===== config.mk =====
export PLATFORM = sky130hd
export DESIGN_NAME = multdiv_unit
export DESIGN_NICKNAME = d
export VERILOG_FILES = /design/src/rtl/mips_pkg.sv /design/src/rtl/multdiv_unit.sv
export SDC_FILE = /design/constraint.sdc
export NUM_CORES = 1
export LEC_CHECK = 0
export ABC_CLOCK_PERIOD_IN_PS = 3300
export CORE_UTILIZATION = 30
export DETAILED_ROUTE_END_ITERATION = 8
export PLACE_DENSITY = 0.56
export SKIP_LAST_GASP = 1
export SYNTH_ARGS = -nofsm -noshare
export SYNTH_HDL_FRONTEND = slang
export SYNTH_SLANG_ARGS = --single-unit

===== constraint.sdc =====
create_clock -name clk -period 3.3 [get_ports clk]
set_input_delay 0.33 -clock clk [delete_from_list [all_inputs] [get_ports clk]]
set_output_delay 0.33 -clock clk [all_outputs]
set_load 0.02 [all_outputs]

===== src/rtl/mips_pkg.sv =====
// Shared MIPS core definitions used by the multiply/divide unit:
// op codes, FSM states, iteration count and two's-complement helpers.
package mips_pkg;

    localparam int XLEN     = 32;
    localparam int MD_ITERS = 32;

    typedef enum logic [1:0] {
        OP_MULTU = 2'b00,
        OP_MULT  = 2'b01,
        OP_DIVU  = 2'b10,
        OP_DIV   = 2'b11
    } md_op_e;

    typedef enum logic [1:0] {
        IDLE = 2'b00,
        CALC = 2'b01,
        FIX  = 2'b10
    } md_state_e;

    function automatic logic [XLEN-1:0] negate(input logic [XLEN-1:0] v);
        return ~v + XLEN'(1);
    endfunction

    function automatic logic [XLEN-1:0] magnitude(input logic [XLEN-1:0] v,
                                                  input logic            is_signed);
        return (is_signed && v[XLEN-1]) ? negate(v) : v;
    endfunction

endpackage


===== src/rtl/multdiv_unit.sv =====
// Iterative multiply/divide unit with architectural HI/LO: shift-add multiply,
// restoring divide, sign correction in a final FIX cycle.
module multdiv_unit
    import mips_pkg::*;
#(
    parameter int WIDTH = 32
) (
    input  logic             clk,
    input  logic             reset,
    input  logic             start,
    input  logic [1:0]       op,
    input  logic [WIDTH-1:0] a,
    input  logic [WIDTH-1:0] b,
    input  logic             wr_hi,
    input  logic             wr_lo,
    input  logic [WIDTH-1:0] wdata,
    output logic             busy,
    output logic             done,
    output logic [WIDTH-1:0] hi,
    output logic [WIDTH-1:0] lo,
    output md_state_e        dbg_state
);

    // Handshake: start is sampled only in IDLE (it beats a same-edge MTHI/MTLO);
    // busy covers CALC and FIX; done pulses one cycle once HI/LO hold the result,
    // and start held during that cycle launches the next operation.
    localparam int CW = $clog2(MD_ITERS);
    localparam logic [CW-1:0] LAST_ITER = CW'(MD_ITERS - 1);

    md_state_e        state_q, state_d;
    logic [CW-1:0]    cnt_q, cnt_d;
    md_op_e           op_q, op_d;
    logic [WIDTH-1:0] opnd_q, opnd_d;
    logic [WIDTH-1:0] acc_hi_q, acc_hi_d;
    logic [WIDTH-1:0] acc_lo_q, acc_lo_d;
    logic             neg_res_q, neg_res_d;
    logic             neg_rem_q, neg_rem_d;
    logic [WIDTH-1:0] hi_q, hi_d;
    logic [WIDTH-1:0] lo_q, lo_d;
    logic             done_q, done_d;

    logic [WIDTH:0]     add_sum;
    logic [WIDTH:0]     rem_shift;
    logic [WIDTH:0]     rem_diff;
    logic [2*WIDTH-1:0] prod_neg;
    logic               op_is_div;

    // Multiply: acc_lo starts as the multiplier; divide: acc_lo starts as the dividend
    // and collects quotient bits while acc_hi carries the partial remainder.
    assign add_sum   = {1'b0, acc_hi_q} + (acc_lo_q[0] ? {1'b0, opnd_q} : '0);
    assign rem_shift = {acc_hi_q, acc_lo_q[WIDTH-1]};
    assign rem_diff  = rem_shift - {1'b0, opnd_q};
    assign prod_neg  = ~{acc_hi_q, acc_lo_q} + (2*WIDTH)'(1);
    assign op_is_div = (op_q == OP_DIVU) || (op_q == OP_DIV);

    always_comb begin
        state_d   = state_q;
        cnt_d     = cnt_q;
        op_d      = op_q;
        opnd_d    = opnd_q;
        acc_hi_d  = acc_hi_q;
        acc_lo_d  = acc_lo_q;
        neg_res_d = neg_res_q;
        neg_rem_d = neg_rem_q;
        hi_d      = hi_q;
        lo_d      = lo_q;
        done_d    = 1'b0;
        unique case (state_q)
            IDLE: begin
                if (start) begin
                    state_d   = CALC;
                    cnt_d     = '0;
                    op_d      = md_op_e'(op);
                    opnd_d    = op[1] ? magnitude(b, op[0]) : magnitude(a, op[0]);
                    acc_hi_d  = '0;
                    acc_lo_d  = op[1] ? magnitude(a, op[0]) : magnitude(b, op[0]);
                    // A zero divisor must leave the all-ones quotient unnegated.
                    neg_res_d = op[0] && (a[WIDTH-1] ^ b[WIDTH-1]) && !(op[1] && (b == '0));
                    neg_rem_d = op[0] && a[WIDTH-1];
                end else begin
                    if (wr_hi) hi_d = wdata;
                    if (wr_lo) lo_d = wdata;
                end
            end
            CALC: begin
                if (op_is_div) begin
                    acc_hi_d = rem_diff[WIDTH] ? rem_shift[WIDTH-1:0] : rem_diff[WIDTH-1:0];
                    acc_lo_d = {acc_lo_q[WIDTH-2:0], ~rem_diff[WIDTH]};
                end else begin
                    {acc_hi_d, acc_lo_d} = {add_sum, acc_lo_q[WIDTH-1:1]};
                end
                cnt_d = cnt_q + CW'(1);
                if (cnt_q == LAST_ITER) state_d = FIX;
            end
            FIX: begin
                state_d = IDLE;
                done_d  = 1'b1;
                if (op_is_div) begin
                    lo_d = neg_res_q ? negate(acc_lo_q) : acc_lo_q;
                    hi_d = neg_rem_q ? negate(acc_hi_q) : acc_hi_q;
                end else begin
                    {hi_d, lo_d} = neg_res_q ? prod_neg : {acc_hi_q, acc_lo_q};
                end
            end
            default: state_d = IDLE;
        endcase
    end

    always_ff @(posedge clk or negedge reset) begin
        if (!reset) begin
            state_q   <= IDLE;
            cnt_q     <= '0;
            op_q      <= OP_MULTU;
            opnd_q    <= '0;
            acc_hi_q  <= '0;
            acc_lo_q  <= '0;
            neg_res_q <= 1'b0;
            neg_rem_q <= 1'b0;
            hi_q      <= '0;
            lo_q      <= '0;
            done_q    <= 1'b0;
        end else begin
            state_q   <= state_d;
            cnt_q     <= cnt_d;
            op_q      <= op_d;
            opnd_q    <= opnd_d;
            acc_hi_q  <= acc_hi_d;
            acc_lo_q  <= acc_lo_d;
            neg_res_q <= neg_res_d;
            neg_rem_q <= neg_rem_d;
            hi_q      <= hi_d;
            lo_q      <= lo_d;
            done_q    <= done_d;
        end
    end

    assign busy      = (state_q != IDLE);
    assign done      = done_q;
    assign hi        = hi_q;
    assign lo        = lo_q;
    assign dbg_state = state_q;

endmodule


### Local utilization

Drawn at 1.5 px/um. 22 x 22 tiles, from black (low) to pale yellow (high), 0 to 100% covered.
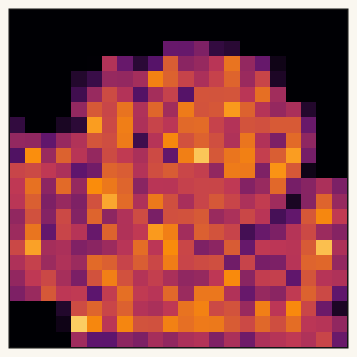
mean over tiles: 38%
tiles over 75% full: 2.5%
fullest tile: 89%
emptiest ninth of the die: north-west

### Routed metal, one colour a layer

Drawn at 1 px/um.
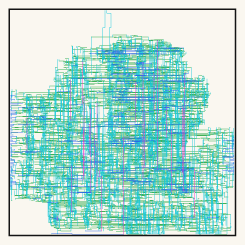
[cyan] M2 | wire length: 25.2 mm
[green] M1 | wire length: 28.4 mm
[blue] M3 | wire length: 3700 um
[magenta] M4 | wire length: 1440 um

### The clock network

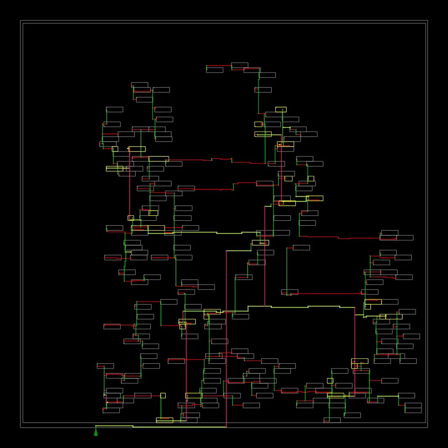
Clk. pwr: 2.09 mW
Seq cells: 171
Clock Skews: 0.0170 ns
clk latency late pin: 0.47 ns
clk_buf instances: 18

### I/O pins on the die edge

Drawn at 1.5 px/um. Pins as bars across the die edge, other pins in grey.
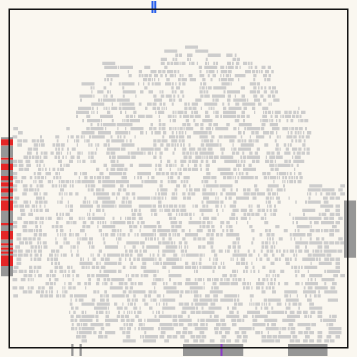
[red] `b` | pins: 32 | direction: input | edge: west
[purple] `wr_hi` | pins: 1 | direction: input | edge: south
[blue] `dbg_state` | pins: 2 | direction: output | edge: north

==> flow_summary.ini <==
; implementation run metrics
[global_route]
grt_usage_pct = 23.4
grt_max_degree = 103
antenna_found_initial = 0

[yosys]
ys_ff = 171
synth_warnings = 0
edf_count = 0
ys_sh_mux_pct = 6.41
xor_area_share_pct = 10.0
ys_sh_simple_pct = 17.8
synthAoiAreaFrac_pct = 26.1

[pwr]
comb_power_share_pct = 74.1
switching_share_pct = 49.8
peakVddDrop_v = 0.000615
power_leakage_nw = 8.10
seq_power_mw = 4.04
p_int_mw = 11.9

[detailed_routing]
first_iter_violations = 1306
post_drt_wl_per_cell_um = 20.4

[critical_path]
critPathMaxStageDelay_ns = 0.51
cp.depth = 13
rr_worst_depth = 13

[floorplanning]
fp-row-count = 81
fp-utilization_pct = 30.4
die_height_um = 225

[clock_network]
root_buffer = clkbuf_16
numClockSinks = 171

[status]
outcome = finished clean

[timing]
maxSlewViolCount = 0
tightest_slew_ns = 0.900
finalSetupTns_ns = 0

[final_layout]
design_area_um2 = 19800
fillers = 4988

[placed_design]
place_congestion = 0.974
registers in the layout, summed over array words and instances (netlist names):
name and cells:
acc_hi_q 32, neg_rem_q 1, done 1, acc_lo_q 32
dbg_state 2, neg_res_q 1, opnd_q 32, op_q 1
lo 32, hi 32, cnt_q 5
Yosys cell counts, types with 30 or more instances:
cell type	count	area share [%]
a211oi_1	66	3.3
dfrtp_1	171	29
xnor2_1	105	6.2
nand2_1	227	5.7
xor2_1	65	3.8
mux2i_1	93	6.3
a31oi_1	30	1.3
o21ai_0	201	6.8
a21oi_1	159	5.4
inv_1	68	1.7
clkbuf_1	87	2.2
o211ai_1	31	1.6
nor2_1	147	3.7
ha_1	70	5.9
metal layers:
| metal | vias up | GRT usage [%] | share of wire [%] |
|---|---|---|---|
| met5 | - | 0 | 0 |
| met4 | 0 | 7.20 | 2.4 |
| met3 | 57 | 3.89 | 6.3 |
| met2 | 564 | 34.7 | 43 |
| met1 | 7478 | 34.2 | 48 |
| li1 | 7455 | - | - |
final timing paths:
kind	start	endpoint
setup reg to reg	acc_lo_q[0]$_DFFE_PN0P_	acc_hi_q[24]$_DFFE_PN0P_
setup / recovery	acc_lo_q[0]$_DFFE_PN0P_	acc_hi_q[24]$_DFFE_PN0P_
min in group clk	opnd_q[3]$_DFFE_PN0P_	opnd_q[3]$_DFFE_PN0P_
max in group asynchronous	reset	acc_hi_q[25]$_DFFE_PN0P_
hold reg to reg	opnd_q[3]$_DFFE_PN0P_	opnd_q[3]$_DFFE_PN0P_
hold / removal	reset	lo[10]$_DFFE_PN0P_
cell type report:
cell class	instances	area, um^2	area share, %
clock inverter	14	154	0.779
tap	664	831	4.21
inverter	69	259	1.31
clock buffer	18	439	2.22
multi-input combinational	1543	10200	51.6
antenna	1	2.50	0.0127
timing repair buffer	401	3590	18.2
sequential	171	4280	21.7
Power is estimated from default activity; no workload was simulated.
